===== config.mk =====
export PLATFORM = sky130hd
export DESIGN_NAME = multicycle_controller
export DESIGN_NICKNAME = d
export VERILOG_FILES = /design/src/rtl/multicycle_controller.sv
export SDC_FILE = /design/constraint.sdc
export NUM_CORES = 1
export LEC_CHECK = 0
export CAP_MARGIN = 10
export CELL_PAD_IN_SITES_DETAIL_PLACEMENT = 1
export CELL_PAD_IN_SITES_GLOBAL_PLACEMENT = 1
export CORE_MARGIN = 5
export CORE_UTILIZATION = 36
export CTS_CLUSTER_DIAMETER = 100
export CTS_CLUSTER_SIZE = 40
export DETAILED_ROUTE_END_ITERATION = 16
export PLACE_DENSITY = 0.89
export SYNTH_ARGS = -nofsm -noshare
export SYNTH_HDL_FRONTEND = slang
export SYNTH_SLANG_ARGS = --single-unit
export TNS_END_PERCENT = 50

===== constraint.sdc =====
create_clock -name clk -period 2.18 [get_ports clk]
set_input_delay 0.436 -clock clk [delete_from_list [all_inputs] [get_ports clk]]
set_output_delay 0.436 -clock clk [all_outputs]
set_load 0.03 [all_outputs]

===== src/rtl/multicycle_controller.sv =====
// multicycle_controller: control FSM for the multicycle RV32I datapath.
// Moore state machine with registered control outputs, an ALU decoder for
// R/I-type ops and a combinational immediate-type decoder.
// Optional feature macro: CTRL_FETCH_WAIT_EN inserts FETCH_WAIT_CYCLES
// wait cycles (1..3) in front of every FETCH to cover block-RAM read latency.
module multicycle_controller #(
    parameter int FETCH_WAIT_CYCLES = 1
) (
    input  logic       clk,
    input  logic       resetn,
    input  logic [6:0] op,
    input  logic [2:0] funct3,
    input  logic       funct7b5,
    input  logic       Zero,
    output logic       PCWrite,
    output logic       AdrSrc,
    output logic       MemWrite,
    output logic       IRWrite,
    output logic [1:0] ResultSrc,
    output logic [2:0] ALUControl,
    output logic [1:0] ALUSrcA,
    output logic [1:0] ALUSrcB,
    output logic [2:0] ImmSrc,
    output logic       RegWrite,
    output logic       illegal,
    output logic [3:0] state
);

    typedef enum logic [3:0] {
        S_FETCH      = 4'd0,
        S_DECODE     = 4'd1,
        S_MEMADR     = 4'd2,
        S_MEMREAD    = 4'd3,
        S_MEMWB      = 4'd4,
        S_MEMWRITE   = 4'd5,
        S_EXECR      = 4'd6,
        S_EXECI      = 4'd7,
        S_ALUWB      = 4'd8,
        S_BRANCH     = 4'd9,
        S_JAL        = 4'd10,
        S_JALR       = 4'd11,
        S_JALRWB     = 4'd12,
        S_UPPER      = 4'd13,
        S_FETCH_WAIT = 4'd14,
        S_ILLEGAL    = 4'd15
    } state_t;

    // Control bundle held in flops; 'branch' marks the BRANCH state so the
    // Zero-dependent PC enable can be formed against the live ALU flag.
    typedef struct packed {
        logic       pc_write;
        logic       adr_src;
        logic       mem_write;
        logic       ir_write;
        logic [1:0] result_src;
        logic [2:0] alu_control;
        logic [1:0] alu_src_a;
        logic [1:0] alu_src_b;
        logic       reg_write;
        logic       branch;
    } ctrl_t;

    // Every path that would return to FETCH goes through FETCH_WAIT when
    // the wait feature is built in; otherwise FETCH_WAIT is unreachable.
`ifdef CTRL_FETCH_WAIT_EN
    localparam state_t FETCH_ENTRY = S_FETCH_WAIT;
`else
    localparam state_t FETCH_ENTRY = S_FETCH;
`endif

    localparam logic [1:0] WAIT_LAST = 2'(FETCH_WAIT_CYCLES - 1);

    // Unsupported funct3 encodings for the ALU ops (shifts, sltu).
    function automatic logic alu_f3_bad(input logic [2:0] f3);
        return (f3 == 3'b001) || (f3 == 3'b011) || (f3 == 3'b101);
    endfunction

    // ALU operation for R-type (op5=1) and I-type (op5=0) instructions.
    function automatic logic [2:0] alu_decode(input logic op5, input logic [2:0] f3,
                                              input logic f7);
        logic [2:0] ctl;
        case (f3)
            3'b000:  ctl = (op5 && f7) ? 3'b001 : 3'b000;
            3'b010:  ctl = 3'b101;
            3'b100:  ctl = 3'b100;
            3'b110:  ctl = 3'b011;
            3'b111:  ctl = 3'b010;
            default: ctl = 3'b000;
        endcase
        return ctl;
    endfunction

    // Control values to present while sitting in state s.
    function automatic ctrl_t ctrl_for(input state_t s, input logic op5,
                                       input logic [2:0] f3, input logic f7);
        ctrl_t c;
        c = '0;
        case (s)
            S_FETCH: begin
                c.ir_write   = 1'b1;
                c.pc_write   = 1'b1;
                c.alu_src_b  = 2'b10;
                c.result_src = 2'b10;
            end
            S_DECODE: begin
                c.alu_src_a = 2'b01;
                c.alu_src_b = 2'b01;
            end
            S_MEMADR: begin
                c.alu_src_a = 2'b10;
                c.alu_src_b = 2'b01;
            end
            S_MEMREAD: begin
                c.adr_src = 1'b1;
            end
            S_MEMWB: begin
                c.result_src = 2'b01;
                c.reg_write  = 1'b1;
            end
            S_MEMWRITE: begin
                c.adr_src   = 1'b1;
                c.mem_write = 1'b1;
            end
            S_EXECR: begin
                c.alu_src_a   = 2'b10;
                c.alu_control = alu_decode(op5, f3, f7);
            end
            S_EXECI: begin
                c.alu_src_a   = 2'b10;
                c.alu_src_b   = 2'b01;
                c.alu_control = alu_decode(op5, f3, f7);
            end
            S_ALUWB: begin
                c.reg_write = 1'b1;
            end
            S_BRANCH: begin
                c.alu_src_a   = 2'b10;
                c.alu_control = 3'b001;
                c.branch      = 1'b1;
            end
            S_JAL: begin
                c.alu_src_a = 2'b01;
                c.alu_src_b = 2'b10;
                c.pc_write  = 1'b1;
            end
            S_JALR: begin
                c.alu_src_a  = 2'b10;
                c.alu_src_b  = 2'b01;
                c.result_src = 2'b10;
                c.pc_write   = 1'b1;
            end
            S_JALRWB: begin
                c.alu_src_a  = 2'b01;
                c.alu_src_b  = 2'b10;
                c.result_src = 2'b10;
                c.reg_write  = 1'b1;
            end
            S_UPPER: begin
                c.alu_src_a = op5 ? 2'b11 : 2'b01;
                c.alu_src_b = 2'b01;
            end
            S_FETCH_WAIT: c = '0;
            S_ILLEGAL:    c = '0;
            default:      c = '0;
        endcase
        return c;
    endfunction

    localparam ctrl_t CTRL_RESET = ctrl_for(FETCH_ENTRY, 1'b0, 3'b000, 1'b0);

    state_t     state_q, state_d;
    logic [1:0] wait_cnt_q, wait_cnt_d;
    logic       illegal_q, illegal_d;
    ctrl_t      ctrl_q, ctrl_d;

    // Next-state, fetch-wait counter and sticky illegal flag.
    always_comb begin
        state_d    = state_q;
        wait_cnt_d = wait_cnt_q;
        illegal_d  = illegal_q;
        case (state_q)
            S_FETCH:  state_d = S_DECODE;
            S_DECODE: begin
                case (op)
                    7'b0000011, 7'b0100011: state_d = S_MEMADR;
                    7'b0110011:             state_d = S_EXECR;
                    7'b0010011:             state_d = S_EXECI;
                    7'b1100011:             state_d = S_BRANCH;
                    7'b1101111:             state_d = S_JAL;
                    7'b1100111:             state_d = S_JALR;
                    7'b0110111, 7'b0010111: state_d = S_UPPER;
                    default: begin
                        state_d   = S_ILLEGAL;
                        illegal_d = 1'b1;
                    end
                endcase
            end
            S_MEMADR:   state_d = op[5] ? S_MEMWRITE : S_MEMREAD;
            S_MEMREAD:  state_d = S_MEMWB;
            S_MEMWB:    state_d = FETCH_ENTRY;
            S_MEMWRITE: state_d = FETCH_ENTRY;
            S_EXECR, S_EXECI: begin
                state_d = S_ALUWB;
                if (alu_f3_bad(funct3)) begin
                    illegal_d = 1'b1;
                end else begin
                    illegal_d = illegal_q;
                end
            end
            S_ALUWB:  state_d = FETCH_ENTRY;
            S_BRANCH: state_d = FETCH_ENTRY;
            S_JAL:    state_d = S_ALUWB;
            S_JALR:   state_d = S_JALRWB;
            S_JALRWB: state_d = FETCH_ENTRY;
            S_UPPER:  state_d = S_ALUWB;
            S_FETCH_WAIT: begin
                if (wait_cnt_q == WAIT_LAST) begin
                    state_d    = S_FETCH;
                    wait_cnt_d = 2'd0;
                end else begin
                    wait_cnt_d = wait_cnt_q + 2'd1;
                end
            end
            S_ILLEGAL: begin
                state_d   = S_ILLEGAL;
                illegal_d = 1'b1;
            end
            default: state_d = FETCH_ENTRY;
        endcase
    end

    // Controls for the upcoming state, registered so they change only at the edge.
    always_comb begin
        ctrl_d = ctrl_for(state_d, op[5], funct3, funct7b5);
    end

    // State, counter, illegal flag and control registers.
    always_ff @(posedge clk or negedge resetn) begin
        if (!resetn) begin
            state_q    <= FETCH_ENTRY;
            wait_cnt_q <= 2'd0;
            illegal_q  <= 1'b0;
            ctrl_q     <= CTRL_RESET;
        end else begin
            state_q    <= state_d;
            wait_cnt_q <= wait_cnt_d;
            illegal_q  <= illegal_d;
            ctrl_q     <= ctrl_d;
        end
    end

    // Immediate format follows the opcode directly, independent of state.
    always_comb begin
        case (op)
            7'b0100011:             ImmSrc = 3'b001;
            7'b1100011:             ImmSrc = 3'b010;
            7'b1101111:             ImmSrc = 3'b011;
            7'b0110111, 7'b0010111: ImmSrc = 3'b100;
            default:                ImmSrc = 3'b000;
        endcase
    end

    // Enables are gated by resetn so none can pulse once reset is asserted,
    // even before the asynchronous clear has propagated through the flops.
    assign PCWrite    = resetn & (ctrl_q.pc_write | (ctrl_q.branch & (Zero ^ funct3[0])));
    assign MemWrite   = resetn & ctrl_q.mem_write;
    assign IRWrite    = resetn & ctrl_q.ir_write;
    assign RegWrite   = resetn & ctrl_q.reg_write;
    assign AdrSrc     = ctrl_q.adr_src;
    assign ResultSrc  = ctrl_q.result_src;
    assign ALUControl = ctrl_q.alu_control;
    assign ALUSrcA    = ctrl_q.alu_src_a;
    assign ALUSrcB    = ctrl_q.alu_src_b;
    assign illegal    = illegal_q;
    assign state      = state_q;

endmodule

Figure 1. Drive-strength map.
The bar under the picture is 20 um long.
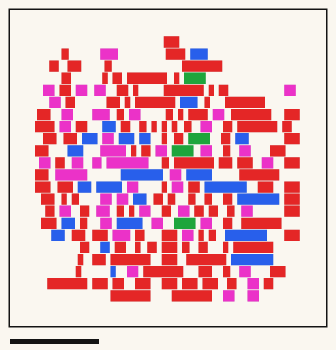
| colour | size | cells | share |
|---|---|---|---|
| magenta | x3 and x4 | 43 | 22% |
| blue | x2 | 22 | 11% |
| green | x6 and larger | 4 | 2.1% |
| red | x1 and smaller | 126 | 65% |
Area Growth Syn to Fin: 46.7%
final setup slack of the worst path: 0.0534 ns
Design Area, Final: 1970 um2

==> run notes <==
The tools report the area of placed instances as 1840 um2. The global placer's final weighted congestion was 0.924. Final setup skew: 0.000735 ns. Looking at the cell usage after synthesis, the top flip-flop cell is sky130_fd_sc_hd__dfrtp_1.

The worst setup path is of the in -> reg kind. STA classifies the critical path startpoint as an input port. The tools report the number of buffers added by the clock tree synthesis step as 3. At the worst endpoint, the required time is 2.32 ns. In this run the remaining antenna-violating nets after routing total 0. The cell sitting at the root of the clock tree is a sky130_fd_sc_hd__clkbuf_8. TritonRoute output was used to compute an average wire per cell of 18.1 um. The arrival time of data at the critical path endpoint is 2.27 ns, and the total leakage power is 0.904 nW.

Once iteration 0 of detailed routing completed, the report listed 80 DRC markers. The clock tree has to reach 22 sinks. STA lists the startpoint of the worst register-to-register path as state[3]. The run gives 143 as the cell count after synthesis. Ranking logic cells in the layout by count gives the top entries 35 x sky130_fd_sc_hd__buf_4, 22 x sky130_fd_sc_hd__clkdlybuf4s50_1, 17 x sky130_fd_sc_hd__dfrtp_1, 11 x sky130_fd_sc_hd__nand2_1, 7 x sky130_fd_sc_hd__a21oi_1. The row count is 22, and the maximum fanout count along the critical path is 6.

The run gives 0 for the number of synthesis warnings. In the final layout, the fill cell count is 424. The worst register-to-register path ends at ALUControl[0].

Dividing total power by cell area gives a power density of 1390 nW/um2. Per the OpenROAD floorplan log, the area of the core is 3630 um2. The run gives 0.178 for the total routing usage reported by global routing. The buffer_ports step reported a buffer count of 35. The stage logs contain a warning count of 27. STA shows the worst min-delay path finishing at illegal. The clock passes through at most 2 buffers. In this run the horizontal extent of the chip is 71.1 um.

The tools report the via count of the first global-routing pass as 1510. The run gives 1 for the maximum level of the CTS H-tree. The tools report the clock latency on the worst-skew pair as 0.26 ns. The logs give 243 for the tally of non-filler cells in the final layout and -0.347 ns for the worst setup slack before clock tree synthesis. Including well taps, the total number of placed cells is 238. Sequential fraction of the synthesis area: 0.413. Summed over all layers, the global routing overflow is 0. The period utilization is 0.975, and the first-pass detailed-route iteration total is 4.

Logic depth of the worst register-to-register path: 6. In this run the register-to-register setup slack is 0.10 ns. Adding up every negative setup slack in the final design gives 0 ns. Entering global routing, the biggest net connects 15 pins. The share of synthesized cell area in and, or, nand and nor gates works out to 0.267. Among the non-sequential cells, simple AND/OR/NAND/NOR gates take the most area.

The number of maximum-capacitance violations recorded for the run is 0. For the initial antenna violation count, the log shows 0. The startpoint of the tightest hold check path is illegal. With the final count of hold timing violations at 0, the number of vias after detailed routing is 1310. Setup repair after global routing left no endpoint under its margin. The clock-pin slew on the worst setup and hold paths came out at 0.08 ns.

Buffers inserted to repair hold after CTS numbered 0. The run finished with clean final reports. The share of final-layout standard cells stronger than drive strength 1 was 0.354. The run gives 0.162 for the post-synthesis share of cell area spent on and-or and or-and gates. Per the cell usage report, the commonest logic cell in the layout is sky130_fd_sc_hd__buf_4. Cell type group with the largest total delay on the critical path: buffers and inverters.

For the residual DRC count, the log shows 0.
Figure 2. Routed metal, one colour a layer.
The bar under the picture is 20 um long.
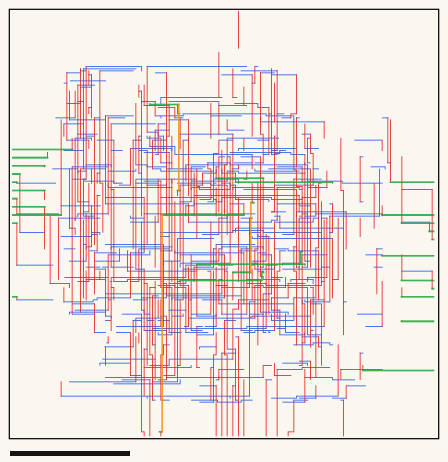
| colour | layer | wire length |
|---|---|---|
| red | M2 | 2400 um |
| blue | M1 | 1750 um |
| green | M3 | 183 um |
| orange | M4 | 61.9 um |

==> report_power, final <==
part	total [mW]	internal [mW]	switching [mW]
clock	0.289	0.161	0.129
combinational	1.80	0.794	1.01
sequential	0.652	0.564	0.0884
==> Yosys cell counts, drive strengths merged (2+ instances only) <==
library cell  count  area [um2]
a21oi             8        40.0
and3              6        37.5
and3b             2        17.5
dfrtp            18         450
ha                2        25.0
inv               7        28.8
nand4             3        18.8
xnor2             2        17.5
nand2            11        41.3
clkbuf            3        11.3
a31oi             4        25.0
nand3b            2        27.5
nand2b            4        25.0
and2              6        37.5
o21a              3        22.5
or3               3        23.8
o21ai             7        38.8
nor2b             3        18.8
dfstp             4         105
buf              12        85.1
nand3             4        20.0
nor2              5        18.8
nor3              4        20.0
mux2              2        22.5
==> area by class of cell <==
cell class / instances / area, um2 / share of cell area
flip-flops and latches: 22 / 557 / 0.282
multi-input cells: 98 / 729 / 0.370
clock buffers: 4 / 55.1 / 0.0279
repair buffers: 63 / 539 / 0.273
inverters: 8 / 32.5 / 0.0165
well taps: 48 / 60.1 / 0.0304
==> tightest hold or removal path, delay by kind of cell (launching register included) <==
kind | cells | cell delay (ns)
AOI/OAI and AO/OA | 1 | 0.05
DFF | 1 | 0.36
and+or+nand+nor | 1 | 0.05
==> state kept, by name (all words and copies together) (netlist names) <==
| register | cells |
|---|---|
| state | 4 |
| illegal | 1 |
| ResultSrc | 2 |
| ALUSrcB | 2 |
| ctrl_q | 5 |
| AdrSrc | 1 |
| wait_cnt_q | 2 |
| ALUSrcA | 2 |
| ALUControl | 3 |
==> cell families after synthesis <==
| group | count (synthesis) |
|---|---|
| AND/OR/NAND/NOR | 59 |
| AND-OR/OR-AND | 31 |
| buffers and inverters | 23 |
| flip-flops | 22 |
| XOR/XNOR | 3 |
| multiplexers | 3 |
| adder cells (fa/ha/maj) | 2 |
==> per-layer routing <==
metal	GRT usage	vias up	wire length (um)
li1	-	606	-
met5	0	-	0
met4	0.0856	0	61
met3	0.0213	6	183
met1	0.205	660	1750
met2	0.323	38	2400
==> what timing repair did <==
item | CTS | global route
buffers inserted | 1 | 0
resized | 15 | 14
setup endpoints to repair | 10 | 10
cloned | 0 | 0
pin swaps | 4 | 4
==> how the worst max path moves through the flow <==
stage	end	slack (ns)	cells past startpoint	from
after floorplan	ALUControl[0]	0.0005	6	state[3]
after global placement	ALUControl[0]	-0.28	7	op[0]
after detailed placement	ALUControl[0]	-0.35	7	op[0]
after CTS	ALUControl[0]	0.02	8	op[3]
after global routing	ALUSrcA[1]	0.008	8	op[4]
final	ALUSrcA[1]	0.05	8	op[4]
Power and IR drop assume default switching activity.
